File: config.mk
export PLATFORM = sky130hd
export DESIGN_NAME = seq_shifter
export DESIGN_NICKNAME = d
export VERILOG_FILES = /design/src/rtl/shift_pkg.sv /design/src/rtl/shift_step.sv /design/src/rtl/seq_shifter.sv
export SDC_FILE = /design/constraint.sdc
export NUM_CORES = 1
export LEC_CHECK = 0
export ABC_AREA = 1
export ABC_CLOCK_PERIOD_IN_PS = 3000
export CORE_ASPECT_RATIO = 1.75
export CORE_MARGIN = 2
export CORE_UTILIZATION = 40
export DETAILED_ROUTE_END_ITERATION = 12
export MAX_ROUTING_LAYER = met4
export PLACE_DENSITY = 0.59
export SLEW_MARGIN = 0
export SYNTH_ARGS = -nofsm -noshare
export SYNTH_HDL_FRONTEND = slang
export SYNTH_SLANG_ARGS = --single-unit
File: constraint.sdc
create_clock -name clk -period 3 [get_ports clk]
set_input_delay 0.75 -clock clk [delete_from_list [all_inputs] [get_ports clk]]
set_output_delay 0.75 -clock clk [all_outputs]
set_load 0.02 [all_outputs]
File: src/rtl/shift_pkg.sv
// shift_pkg: mode and state encodings shared by the sequential shifter and its step unit.
package shift_pkg;

    typedef enum logic [1:0] {
        SLL = 2'b00,
        SRL = 2'b01,
        SRA = 2'b10,
        ROL = 2'b11
    } shift_mode_e;

    typedef enum logic [1:0] {
        IDLE  = 2'b00,
        SHIFT = 2'b01,
        DONE  = 2'b10
    } shift_state_e;

endpackage

File: src/rtl/shift_step.sv
// shift_step: shifts acc by k (0..STEP) positions in one of the four shift modes.
module shift_step
    import shift_pkg::*;
#(
    parameter int WIDTH = 32,
    parameter int STEP  = 4
) (
    input  logic [WIDTH-1:0]           acc,
    input  logic [$clog2(STEP+1)-1:0]  k,
    input  shift_mode_e                mode,
    input  logic                       sign,
    output logic [WIDTH-1:0]           res
);

    // Arithmetic fill uses the sign captured at accept, so partial steps compose exactly.
    always_comb
        res = mode == SLL ? acc << k :
              mode == SRL ? acc >> k :
              mode == SRA ? (sign ? ~(~acc >> k) : acc >> k) :
              (acc << k) | (acc >> (WIDTH - int'(k)));

endmodule

File: src/rtl/seq_shifter.sv
// seq_shifter: iterative shifter/rotator moving at most STEP positions per clock,
// with valid/ready handshakes on request and result.
module seq_shifter
    import shift_pkg::*;
#(
    parameter int WIDTH = 32,
    parameter int STEP  = 4,
    parameter int SHW   = $clog2(WIDTH)
) (
    input  logic             clk,
    input  logic             rst_n,
    input  logic             in_valid,
    output logic             in_ready,
    input  logic [WIDTH-1:0] in_data,
    input  logic [SHW-1:0]   in_shamt,
    input  logic [1:0]       in_mode,
    output logic             out_valid,
    input  logic             out_ready,
    output logic [WIDTH-1:0] out_data
);

    localparam int KW = $clog2(STEP + 1);

    shift_state_e     state;
    shift_mode_e      mode;
    logic [WIDTH-1:0] acc;
    logic [WIDTH-1:0] acc_nxt;
    logic [SHW-1:0]   rem;
    logic [SHW-1:0]   rem_nxt;
    logic [KW-1:0]    k;
    logic             sign;

    // rem is compared as an int so STEP == WIDTH still fits the comparison.
    assign k         = (int'(rem) < STEP) ? KW'(rem) : KW'(STEP);
    assign rem_nxt   = rem - SHW'(k);
    assign in_ready  = state == IDLE;
    assign out_valid = state == DONE;
    assign out_data  = acc;

    shift_step #(.WIDTH(WIDTH), .STEP(STEP)) u_step (
        .acc  (acc),
        .k    (k),
        .mode (mode),
        .sign (sign),
        .res  (acc_nxt)
    );

    always_ff @(posedge clk or negedge rst_n) begin
        if (!rst_n) begin
            state <= IDLE;
            mode  <= SLL;
            acc   <= '0;
            rem   <= '0;
            sign  <= 1'b0;
        end else if (state == IDLE) begin
            if (in_valid) begin
                acc   <= in_data;
                rem   <= in_shamt;
                mode  <= shift_mode_e'(in_mode);
                sign  <= in_data[WIDTH-1];
                state <= in_shamt == '0 ? DONE : SHIFT;
            end
        end else if (state == SHIFT) begin
            acc   <= acc_nxt;
            rem   <= rem_nxt;
            state <= rem_nxt == '0 ? DONE : SHIFT;
        end else begin
            state <= out_ready ? IDLE : DONE;
        end
    end

endmodule

Figure 1. Cell area per tile (run 1).
Scale bar: 20 um. The die is cut into 9 by 15 equal tiles; white is low, dark blue is high, 0 to 100% covered.
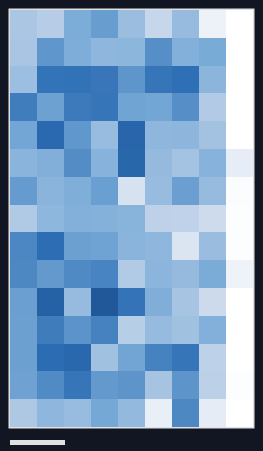
mean over tiles = 44%
nearly empty tiles = 9.6%
tiles over 75% full = 5.9%
fullest tile = 84%

Figure 2. Port wiring (run 1).
Scale bar: 20 um.
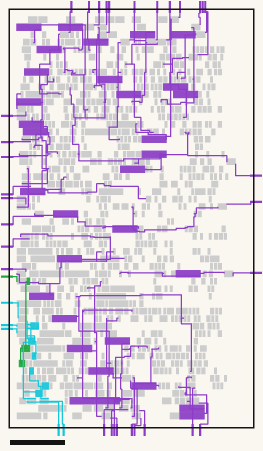
`in_shamt` -> cyan  # bits 5, direction input, end cells 7, buffers 5, wire 133 um
`in_valid` -> green  # bits 1, direction input, end cells 3, buffers 1, wire 35.6 um
`out_data` -> purple  # bits 32, direction output, end cells 32, buffers 32, wire 1900 um
PortBufs: 76
IO Count: 77

==> flow_metrics.py, run 1 <==
# Metrics from the implementation run
metrics = {
    "status": {
        "status": "finished clean",
    },
    "route": {
        "drtIter0Drc": 902,
        "drcViolationCount": 0,
        "postRouteWirelength_mm": 23.07,
        "dr.pass1.iters": 6,
        "routed_via_density": 6.088,
    },
    "synthesis": {
        "syn_area_sq_mm": 0.004991,
        "edf_count": 0,
        "ys_ff": 42,
        "synth-cells-yosys": 859,
        "synth-async-reset-ratio_pct": 100.0,
        "xor_area_share_pct": 0.3510,
        "yosysChipArea_sq_mm": 0.004991,
        "ys_sh_aoi_pct": 25.67,
        "synthAdderAreaFrac_pct": 0.7521,
        "ff_type": "dfrtp_1",
        "top_logic_kind": "simple AND/OR/NAND/NOR gates",
        "ys.warnings.count": 0,
        "ys_seq_share_pct": 21.06,
        "synthesis.nets": 905,
    },
    "critical_path": {
        "worstSetupPathType": "register to register",
        "r2r_slack_ns": 0.34,
        "ff2ff_path_depth": 18,
        "start_kind": "register",
        "crit_fanout": 9,
        "cpPeakStageDelay_ns": 0.43,
        "crit_chain": "nor2_4 > nand2_4 > nor2_4 > inv_2 > ha_1 > ha_1 > inv_1 > nand2_1 > inv_1 > nand3_1 > nand2_1 > nand2_1 > nand3_1 > nand2_1 > nand2_1 > nand2_1 > nand2_1 > nand2_1",
        "crit_arrival_ns": 2.85,
        "end_kind": "register",
    },
    "global_routing": {
        "grt_pass1_vias": 6404,
        "grt_first_pass_wirelength_mm": 35.71,
    },
    "sta": {
        "fmax_mhz": 375.9,
        "report.final.slew_viol_count": 0,
        "finalClockPeriodUsage_pct": 88.68,
        "rsz0062_at_grt": "no",
    },
    "clocking": {
        "cts_buffers": 5,
        "root_buffer": "clkbuf_16",
        "numClockSinks": 42,
        "cts_tree": "yes",
        "clk_pin_slew_ns": 0.07,
        "clk_latency_ns": 0.30,
    },
    "placement": {
        "place_congestion": 1.103,
        "place_ws_ns": 0.3700,
        "dp.cells": 1077,
    },
    "hold_path": {
        "worstHoldStart": "out_data[3]",
        "whs_path_depth": 2,
        "holdCritPathClass": "register to register",
        "min_to": "out_data[3]",
    },
    "die": {
        "die_h_um": 151.8,
        "chipArea_sq_mm": 0.01342,
        "design.core.area_sq_mm": 0.01230,
        "num_rows": 54,
    },
    "finish": {
        "stdcell_area_sq_mm": 0.006147,
        "fin_nets": 962,
        "syn_to_final_growth_pct": 23.16,
        "drive_gt1_share_pct": 7.852,
        "fill_cells": 1291,
    },
    "flow_run": {
        "tool_warnings": 26,
        "cap_viol_max_count": 0,
    },
}
Figure 3. Sequential cells grouped by signal name (run 1).
Scale bar: 20 um. Other sequential cells in the stronger gray, the rest of the logic in the fainter gray.
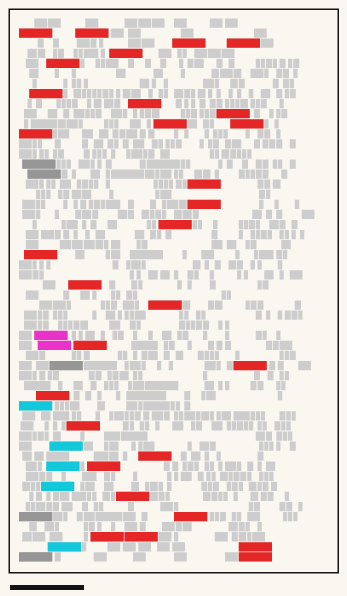
`mode` -> magenta  # sequential cells 2
`out_data` -> red  # sequential cells 30, where spread over the die
`rem` -> cyan  # sequential cells 5, where south-west
not colored = 5

-- run 1: critical path, delay by kind of cell, from the launching register on --
family / cells / cell delay [ns]
adder cells (fa/ha/maj): 2 / 0.55
AND/OR/NAND/NOR: 13 / 1.18
buffers and inverters: 3 / 0.38
flip-flops: 1 / 0.43
-- run 1: logic make-up (layout without fill, tap and decap cells) --
group	after synthesis	in the layout
compound gates	205	205
xor+xnor	2	2
fa+ha+maj	3	3
buf+inv	124	182
flops	42	42
mux	1	1
other cells	1	1
simple gates	481	481
-- run 1: cell usage after synthesis (3+ instances only) --
cell	count	area share (%)
buf_2	10	1.0
buf_1	7	0.53
clkbuf_1	29	2.2
o21a_1	5	0.75
o211ai_1	20	3.0
inv_2	4	0.30
nor2_4	4	0.90
nand2_1	295	22
nand2_2	8	1.0
nand4_1	14	1.8
dfrtp_1	42	21
o21ai_0	56	5.6
a21oi_1	39	3.9
ha_1	3	0.75
o221ai_1	12	2.1
inv_1	63	4.7
or2_2	3	0.38
o22ai_1	11	1.4
a21boi_1	6	0.90
o21ai_2	8	1.4
a211oi_1	6	0.90
o2111ai_1	6	1.1
nor2_1	55	4.1
buf_6	7	1.6
nand3_1	93	9.3
o21ai_1	21	2.1
nor3_1	4	0.40
-- run 1: registers in the layout, indices dropped and copies added (netlist names), named ones only --
| register | flops |
|---|---|
| rem | 5 |
| out_data | 30 |
| state | 2 |
| sign | 1 |
| mode | 2 |
-- run 1: metal layers --
layer  part of all wire (%)  track usage (%)  vias up  routed length, um
met5                      0                -        -                  0
met4                    5.7            16.52        0               1306
met3                    8.4            5.363      107               1943
met2                     49            59.62      456              11250
met1                     37            43.36     3018               8572
li1                       -                -     3025                  -
-- run 1: final cells by class --
type	instances	share of cell area, %
Sequential cell	42	17.10
Timing Repair Buffer	105	17.06
Clock buffer	5	2.035
Inverter	69	4.213
Clock inverter	3	0.7327
Tap cell	168	3.420
Multi-Input combinational cell	693	55.44
-- run 1: per-stage QoR --
stage,util [%]
floorplan,-
global placement,48.61
detailed placement,48.61
CTS,49.99
global route,49.99
finish,49.99
-- run 1: layout by cell type, fill, tap and decap left out, types with 3 or more instances in the layout --
| cell | instances |
|---|---|
| nand2_1 | 295 |
| nand3_1 | 93 |
| clkdlybuf4s50_1 | 75 |
| inv_1 | 63 |
| o21ai_0 | 56 |
| nor2_1 | 54 |
| dfrtp_1 | 42 |
| a21oi_1 | 39 |
| buf_4 | 23 |
| o21ai_1 | 20 |
| o211ai_1 | 20 |
| nand4_1 | 14 |
| o221ai_1 | 12 |
| o22ai_1 | 11 |
| o21ai_2 | 9 |
| nand2_2 | 8 |
| a21boi_1 | 6 |
| o2111ai_1 | 6 |
| a211oi_1 | 6 |
| buf_12 | 6 |
| o21a_1 | 5 |
| clkbuf_16 | 5 |
| nor2_4 | 4 |
| inv_2 | 4 |
| nor3_1 | 4 |
| or2_2 | 3 |
| ha_1 | 3 |
--- run 2 (diff from run 1) ---
--- a/config.mk
+++ b/config.mk
@@ -6,10 +6,11 @@
 export NUM_CORES = 1
 export LEC_CHECK = 0
 export ABC_AREA = 1
-export ABC_CLOCK_PERIOD_IN_PS = 3000
+export ABC_CLOCK_PERIOD_IN_PS = 3200
 export CORE_ASPECT_RATIO = 1.75
 export CORE_MARGIN = 2
 export CORE_UTILIZATION = 40
+export CTS_CLUSTER_SIZE = 28
 export DETAILED_ROUTE_END_ITERATION = 12
 export MAX_ROUTING_LAYER = met4
 export PLACE_DENSITY = 0.59
@@ -17,3 +18,4 @@
 export SYNTH_ARGS = -nofsm -noshare
 export SYNTH_HDL_FRONTEND = slang
 export SYNTH_SLANG_ARGS = --single-unit
+export TNS_END_PERCENT = 5
==> constraint.sdc (replaced) <==
create_clock -name clk -period 3.2 [get_ports clk]
set_input_delay 0.8 -clock clk [delete_from_list [all_inputs] [get_ports clk]]
set_output_delay 0.8 -clock clk [all_outputs]
set_load 0.02 [all_outputs]
Figure 4. Cell area per tile (run 2).
Scale bar: 20 um. The die is cut into 9 by 15 equal tiles; white is low, dark blue is high, 0 to 100% covered.
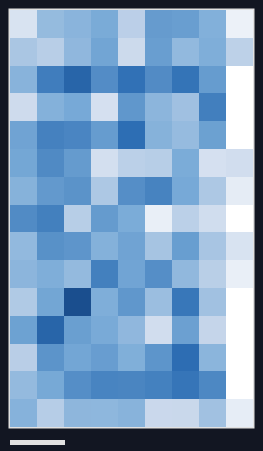
mean over tiles = 44%
nearly empty tiles = 5.9%
tiles over 75% full = 3.7%
fullest tile = 88%
emptiest ninth of the die = east

==> run 2 against run 1 <==
  * Clock skew grew 0.0025 ns
  * Critical path depth shrank 5
  * Die size is the same
  * Global-route usage grew 1.2 points
  * Utilization shrank 0.33 points
  * Flip-flop count is the same
  * Cell count grew 0.28%
  * Area after synthesis is the same
  * Critical path type unchanged
  * Highest routed layer unchanged
==> flow_metrics.py, run 2 <==
# Metrics from the implementation run
metrics = {
    "sta": {
        "finalClockPeriodUsage_pct": 93.18,
        "finalSetupTns_ns": 0,
        "report.final.slew_viol_count": 0,
        "rsz0062_at_grt": "no",
        "finalHoldViolCount": 0,
        "timing_worst_slew_pin_value_ns": 0.8655,
        "slew-limit-headroom_pct": 42.23,
        "worst_slack_ns": 0.2184,
        "fmax_mhz": 335.4,
        "clock_skew_ns": 0.01103,
    },
    "clocking": {
        "root_buffer": "clkbuf_16",
        "clk_latency_ns": 0.31,
        "cts_tree": "yes",
        "clockBufferDepth": 2,
        "cts_hold_buf": 0,
        "htree_levels": 2,
        "post_cts_resized": 0,
        "numClockSinks": 42,
        "post_cts_buffers": 0,
        "clk_pin_slew_ns": 0.08,
        "cts_buffers": 5,
    },
    "synthesis": {
        "yosysChipArea_sq_mm": 0.004991,
        "top_area_share_pct": 22.19,
        "common_cells": "295 x nand2_1, 93 x nand3_1, 63 x inv_1",
        "top_area_cell": "nand2_1",
        "syn_avg_cell_area_sq_um": 5.810,
        "synth-async-reset-ratio_pct": 100.0,
        "netlist_instances": 859,
        "ff_type": "dfrtp_1",
        "ys_ff": 42,
        "ys.warnings.count": 0,
        "ys_seq_share_pct": 21.06,
        "syn_area_sq_mm": 0.004991,
        "topCellsByArea": "nand2_1 22%, dfrtp_1 21%, nand3_1 9.3%",
        "edf_count": 0,
        "synthesis.nets": 905,
        "synth-cells-yosys": 859,
        "synth_top_cell_by_count": "nand2_1",
    },
    "route": {
        "wl_per_cell_um": 22.06,
        "dr.pass1.iters": 6,
        "drcViolationCount": 0,
        "postRouteWirelength_mm": 24.01,
        "ant_nets": 0,
        "routed_via_density": 6.178,
        "drtIter0Drc": 966,
    },
    "critical_path": {
        "start_kind": "register",
        "crit_chain": "nor2_4 > buf_4 > nand3_4 > buf_12 > inv_2 > nand2_1 > nand2_1 > nand2_1 > nand3_1 > nand3_1 > a21oi_1 > o21ai_1 > o21ai_0",
        "crit_fanout": 57,
        "r2r_slack_ns": 0.22,
        "cpPeakStageDelay_ns": 0.44,
        "slowest_stage": "dfrtp_1",
        "crit_arrival_ns": 3.15,
        "end_kind": "register",
        "worst-path-buf-inv": 3,
        "worstSetupPathType": "register to register",
        "required_ns": 3.37,
        "cp_top_family": "simple AND/OR/NAND/NOR gates",
    },
    "placement": {
        "port_buffers": 76,
        "place_ws_ns": 0.4550,
        "place_hpwl_mm": 17.98,
        "dp.cells": 1080,
        "place_congestion": 1.179,
    },
    "die": {
        "io_pins": 77,
        "design.core.area_sq_mm": 0.01230,
        "fp_util_pct": 40.59,
        "chipArea_sq_mm": 0.01342,
        "num_rows": 54,
        "die_h_um": 151.8,
        "die_w_um": 88.44,
    },
    "finish": {
        "diodes": 0,
        "mostFrequentLayoutCells": "295 x nand2_1, 93 x nand3_1, 75 x clkdlybuf4s50_1",
        "fin_nets": 965,
        "largest_register_ffs": 30,
        "drive_gt1_share_pct": 8.152,
        "fin_cells": 1088,
        "syn_to_final_growth_pct": 22.36,
        "lay_top_count": "nand2_1",
        "post-route-util_pct": 49.66,
    },
    "flow_run": {
        "cap_viol_max_count": 0,
        "tool_warnings": 26,
    },
    "status": {
        "status": "finished clean",
    },
    "global_routing": {
        "antenna_found_initial": 0,
        "grt_first_pass_wirelength_mm": 36.75,
        "grt_pass1_vias": 6468,
    },
    "hold_path": {
        "holdCritPathClass": "input pin to asynchronous set/reset pin",
    },
}
-- run 2: cell count changes in the layout (fill, tap and decap cells not counted) --
| cell | before | now |
|---|---|---|
| buf_12 | 6 | 1 |
| buf_4 | 23 | 31 |
-- run 2: kinds of logic after synthesis --
family,after synthesis,share of synthesized area (%)
muxes,1,0.2006
other,1,0.07513
xor gates and xnor gates,2,0.3510
DFF,42,21.06
adders and majority gates,3,0.7521
buffers and inverters,124,10.78
and+or+nand+nor,481,41.11
AOI/OAI and AO/OA,205,25.67
-- run 2: layer usage --
| metal | wire [um] | part of all wire (%) | track usage, % |
|---|---|---|---|
| met5 | 0 | 0 | - |
| met1 | 8682 | 36 | 46.01 |
| met3 | 2407 | 10 | 4.930 |
| met2 | 11500 | 48 | 59.02 |
| met4 | 1413 | 5.9 | 20.08 |
-- run 2: per-stage QoR --
| stage | hold WS (ns) | area (sq um) |
|---|---|---|
| 2_1_floorplan | 0.5044 | 4991 |
| 3_3_place_gp | 0.5259 | 5937 |
| 3_5_place_dp | 0.5226 | 5937 |
| 4_1_cts | 0.5430 | 6107 |
| 5_1_grt | 0.5705 | 6107 |
| 6_report | 0.5339 | 6107 |
-- run 2: final cells by class --
cell class	instances	area, sq um
inverters	69	259.0
flip-flops and latches	42	1051
repair buffers	108	1008
clock buffers	5	125.1
fillers	1300	6190
well taps	168	210.2
clock inverters	3	45.04
multi-input cells	693	3408
-- run 2: worst paths after layout --
check | start | end | cells after the start
min reg2reg | out_data[3] | out_data[3] | 2
max reg2reg | rem[4] | out_data[22] | 13
min in group clk | out_data[3] | out_data[3] | 2
min | rst_n | out_data[23] | 1
max | rem[4] | out_data[22] | 13
max in group asynchronous | rst_n | out_data[4] | 2
--- run 3 (diff from run 2) ---
--- a/config.mk
+++ b/config.mk
@@ -6,7 +6,6 @@
 export NUM_CORES = 1
 export LEC_CHECK = 0
 export ABC_AREA = 1
-export ABC_CLOCK_PERIOD_IN_PS = 3200
 export CORE_ASPECT_RATIO = 1.75
 export CORE_MARGIN = 2
 export CORE_UTILIZATION = 40
Figure 5. Cell area per tile (run 3).
Scale bar: 20 um. The die is cut into 9 by 15 equal tiles; white is low, dark blue is high, 0 to 100% covered.
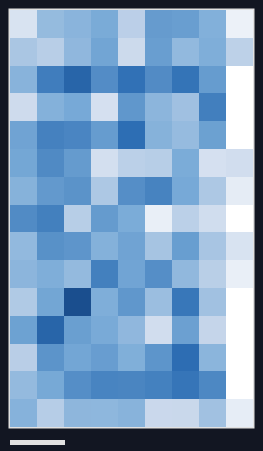
fullest tile = 88%
emptiest ninth of the die = east
tiles over 75% full = 3.7%
nearly empty tiles = 5.9%
mean over tiles = 44%
core box area: 0.01230 sq mm
FP Util: 40.59%
Final Util: 49.66%

==> run 3 against run 2 <==
  * Via count did not move
  * Non-clock buffer count did not move
  * Flip-flop count did not move
  * Largest cell class unchanged
==> flow_metrics.py, run 3 <==
# Metrics from the implementation run
metrics = {
    "finish": {
        "fill_cells": 1300,
        "syn_to_final_growth_pct": 22.36,
        "fin_nets": 965,
        "lay_top_count": "nand2_1",
        "stdcell_area_sq_mm": 0.006107,
        "mostFrequentLayoutCells": "295 x nand2_1, 93 x nand3_1, 75 x clkdlybuf4s50_1",
        "fin_cells": 1088,
        "diodes": 0,
        "largest_register_ffs": 30,
        "drive_gt1_share_pct": 8.152,
    },
    "critical_path": {
        "crit_arrival_ns": 3.15,
        "worst-path-buf-inv": 3,
        "crit_chain": "nor2_4 > buf_4 > nand3_4 > buf_12 > inv_2 > nand2_1 > nand2_1 > nand2_1 > nand3_1 > nand3_1 > a21oi_1 > o21ai_1 > o21ai_0",
        "crit_fanout": 57,
        "ff2ff_path_depth": 13,
        "start_kind": "register",
        "r2r_start": "rem[4]",
        "required_ns": 3.37,
        "r2r_slack_ns": 0.22,
        "crit_top_cell": "nand2_1",
        "end_kind": "register",
        "slowest_stage": "dfrtp_1",
        "worstSetupPathType": "register to register",
        "cpPeakStageDelay_ns": 0.44,
        "cp_top_family": "simple AND/OR/NAND/NOR gates",
        "rr_endpoint": "out_data[22]",
    },
    "sta": {
        "slew-limit-headroom_pct": 42.23,
        "report.final.slew_viol_count": 0,
        "timing_worst_slew_pin_value_ns": 0.8655,
        "finalSetupTns_ns": 0,
        "fmax_mhz": 335.4,
        "finalHoldViolCount": 0,
        "finalClockPeriodUsage_pct": 93.18,
        "fin_crit_ns": 2.982,
        "rsz0062_at_grt": "no",
        "clock_skew_ns": 0.01103,
        "finalSetupViolCount": 0,
    },
    "clocking": {
        "clockBufferDepth": 2,
        "root_buffer": "clkbuf_16",
        "clk_latency_ns": 0.31,
        "post_cts_buffers": 0,
        "numClockSinks": 42,
        "cts_buffers": 5,
        "cts_hold_buf": 0,
        "cts_tree": "yes",
        "htree_levels": 2,
        "post_cts_resized": 0,
        "clk_pin_slew_ns": 0.08,
    },
    "die": {
        "die_h_um": 151.8,
        "io_pins": 77,
        "num_rows": 54,
        "chipArea_sq_mm": 0.01342,
        "die_w_um": 88.44,
    },
    "global_routing": {
        "grt_first_pass_wirelength_mm": 36.75,
        "grt_usage_pct": 37.45,
        "overflow": 0,
        "grt_max_degree": 58,
        "antenna_found_initial": 0,
        "grt_pass1_vias": 6468,
    },
    "placement": {
        "dp.cells": 1080,
        "place_hpwl_mm": 17.98,
        "port_buffers": 76,
        "place_congestion": 1.179,
        "postPlaceCellArea_sq_mm": 0.005937,
    },
    "route": {
        "routed_via_density": 6.178,
        "routed-via-count": 6722,
        "highest_layer": "met4",
        "dr_wl_met2_mm": 11.50,
        "drtIter0Drc": 966,
        "wl_met1_mm": 8.682,
        "wl_per_cell_um": 22.06,
        "postRouteWirelength_mm": 24.01,
        "ant_nets": 0,
        "dr.pass1.iters": 6,
        "drcViolationCount": 0,
        "dr_wl_met3_mm": 2.407,
    },
    "synthesis": {
        "top_area_cell": "nand2_1",
        "netlist_instances": 859,
        "edf_count": 0,
        "ys_ff": 42,
        "yosysChipArea_sq_mm": 0.004991,
        "ys_seq_share_pct": 21.06,
        "common_cells": "295 x nand2_1, 93 x nand3_1, 63 x inv_1",
        "syn_avg_cell_area_sq_um": 5.810,
        "topCellsByArea": "nand2_1 22%, dfrtp_1 21%, nand3_1 9.3%",
        "synth-async-reset-ratio_pct": 100.0,
        "top_area_share_pct": 22.19,
        "ys.warnings.count": 0,
        "synth_top_cell_by_count": "nand2_1",
        "synth_cell_types": 48,
        "synth-cells-yosys": 859,
        "ff_type": "dfrtp_1",
        "syn_area_sq_mm": 0.004991,
        "synthesis.nets": 905,
    },
    "flow_run": {
        "tool_warnings": 26,
        "cap_viol_max_count": 0,
    },
    "status": {
        "status": "finished clean",
    },
    "hold_path": {
        "holdCritPathClass": "input pin to asynchronous set/reset pin",
    },
}
[run 3: worst max path at each step]
stage | to | cells past startpoint | from
floorplan | out_data[10] | 14 | rem[4]
global placement | out_data[22] | 13 | rem[4]
detailed placement | out_data[22] | 13 | rem[4]
CTS | in_ready | 2 | state[0]
global route | out_data[22] | 13 | rem[4]
finish | out_data[22] | 13 | rem[4]
[run 3: worst register-to-register path, cell delays in order (launching register included)]
cell     delay (ns)
dfrtp_1        0.44
nor2_4         0.23
buf_4          0.19
nand3_4        0.09
buf_12         0.23
inv_2          0.38
nand2_1        0.12
nand2_1        0.17
nand2_1        0.09
nand3_1        0.20
nand3_1        0.13
a21oi_1        0.30
o21ai_1        0.10
o21ai_0        0.19
[run 3: final cells by class]
type                    count  area (sq um)  share of cell area [%]
inverters                  69         259.0                   4.241
flip-flops and latches     42          1051                   17.21
well taps                 168         210.2                   3.442
multi-input cells         693          3408                   55.81
repair buffers            108          1008                   16.51
clock buffers               5         125.1                   2.049
clock inverters             3         45.04                  0.7376
[run 3: per-layer routing]
metal / up-vias / GRT usage, %
li1: 3033 / -
met1: 3070 / 46.01
met2: 507 / 59.02
met3: 112 / 4.930
met4: 0 / 20.08
met5: - / -
[run 3: cell families after synthesis]
group,count (synthesis),share of synthesized area (%)
flip-flops,42,21.06
XOR/XNOR,2,0.3510
buffers and inverters,124,10.78
AND-OR/OR-AND,205,25.67
adder cells (fa/ha/maj),3,0.7521
multiplexers,1,0.2006
other,1,0.07513
AND/OR/NAND/NOR,481,41.11
[run 3: through the flow]
| stage | worst slack (ns) | hold WS (ns) |
|---|---|---|
| 6_report | 0.2184 | 0.5339 |
| 4_1_cts | 0.4135 | 0.5430 |
| 3_5_place_dp | 0.4550 | 0.5226 |
| 2_1_floorplan | 0.5482 | 0.5044 |
| 5_1_grt | 0.1863 | 0.5705 |
| 3_3_place_gp | 0.5070 | 0.5259 |
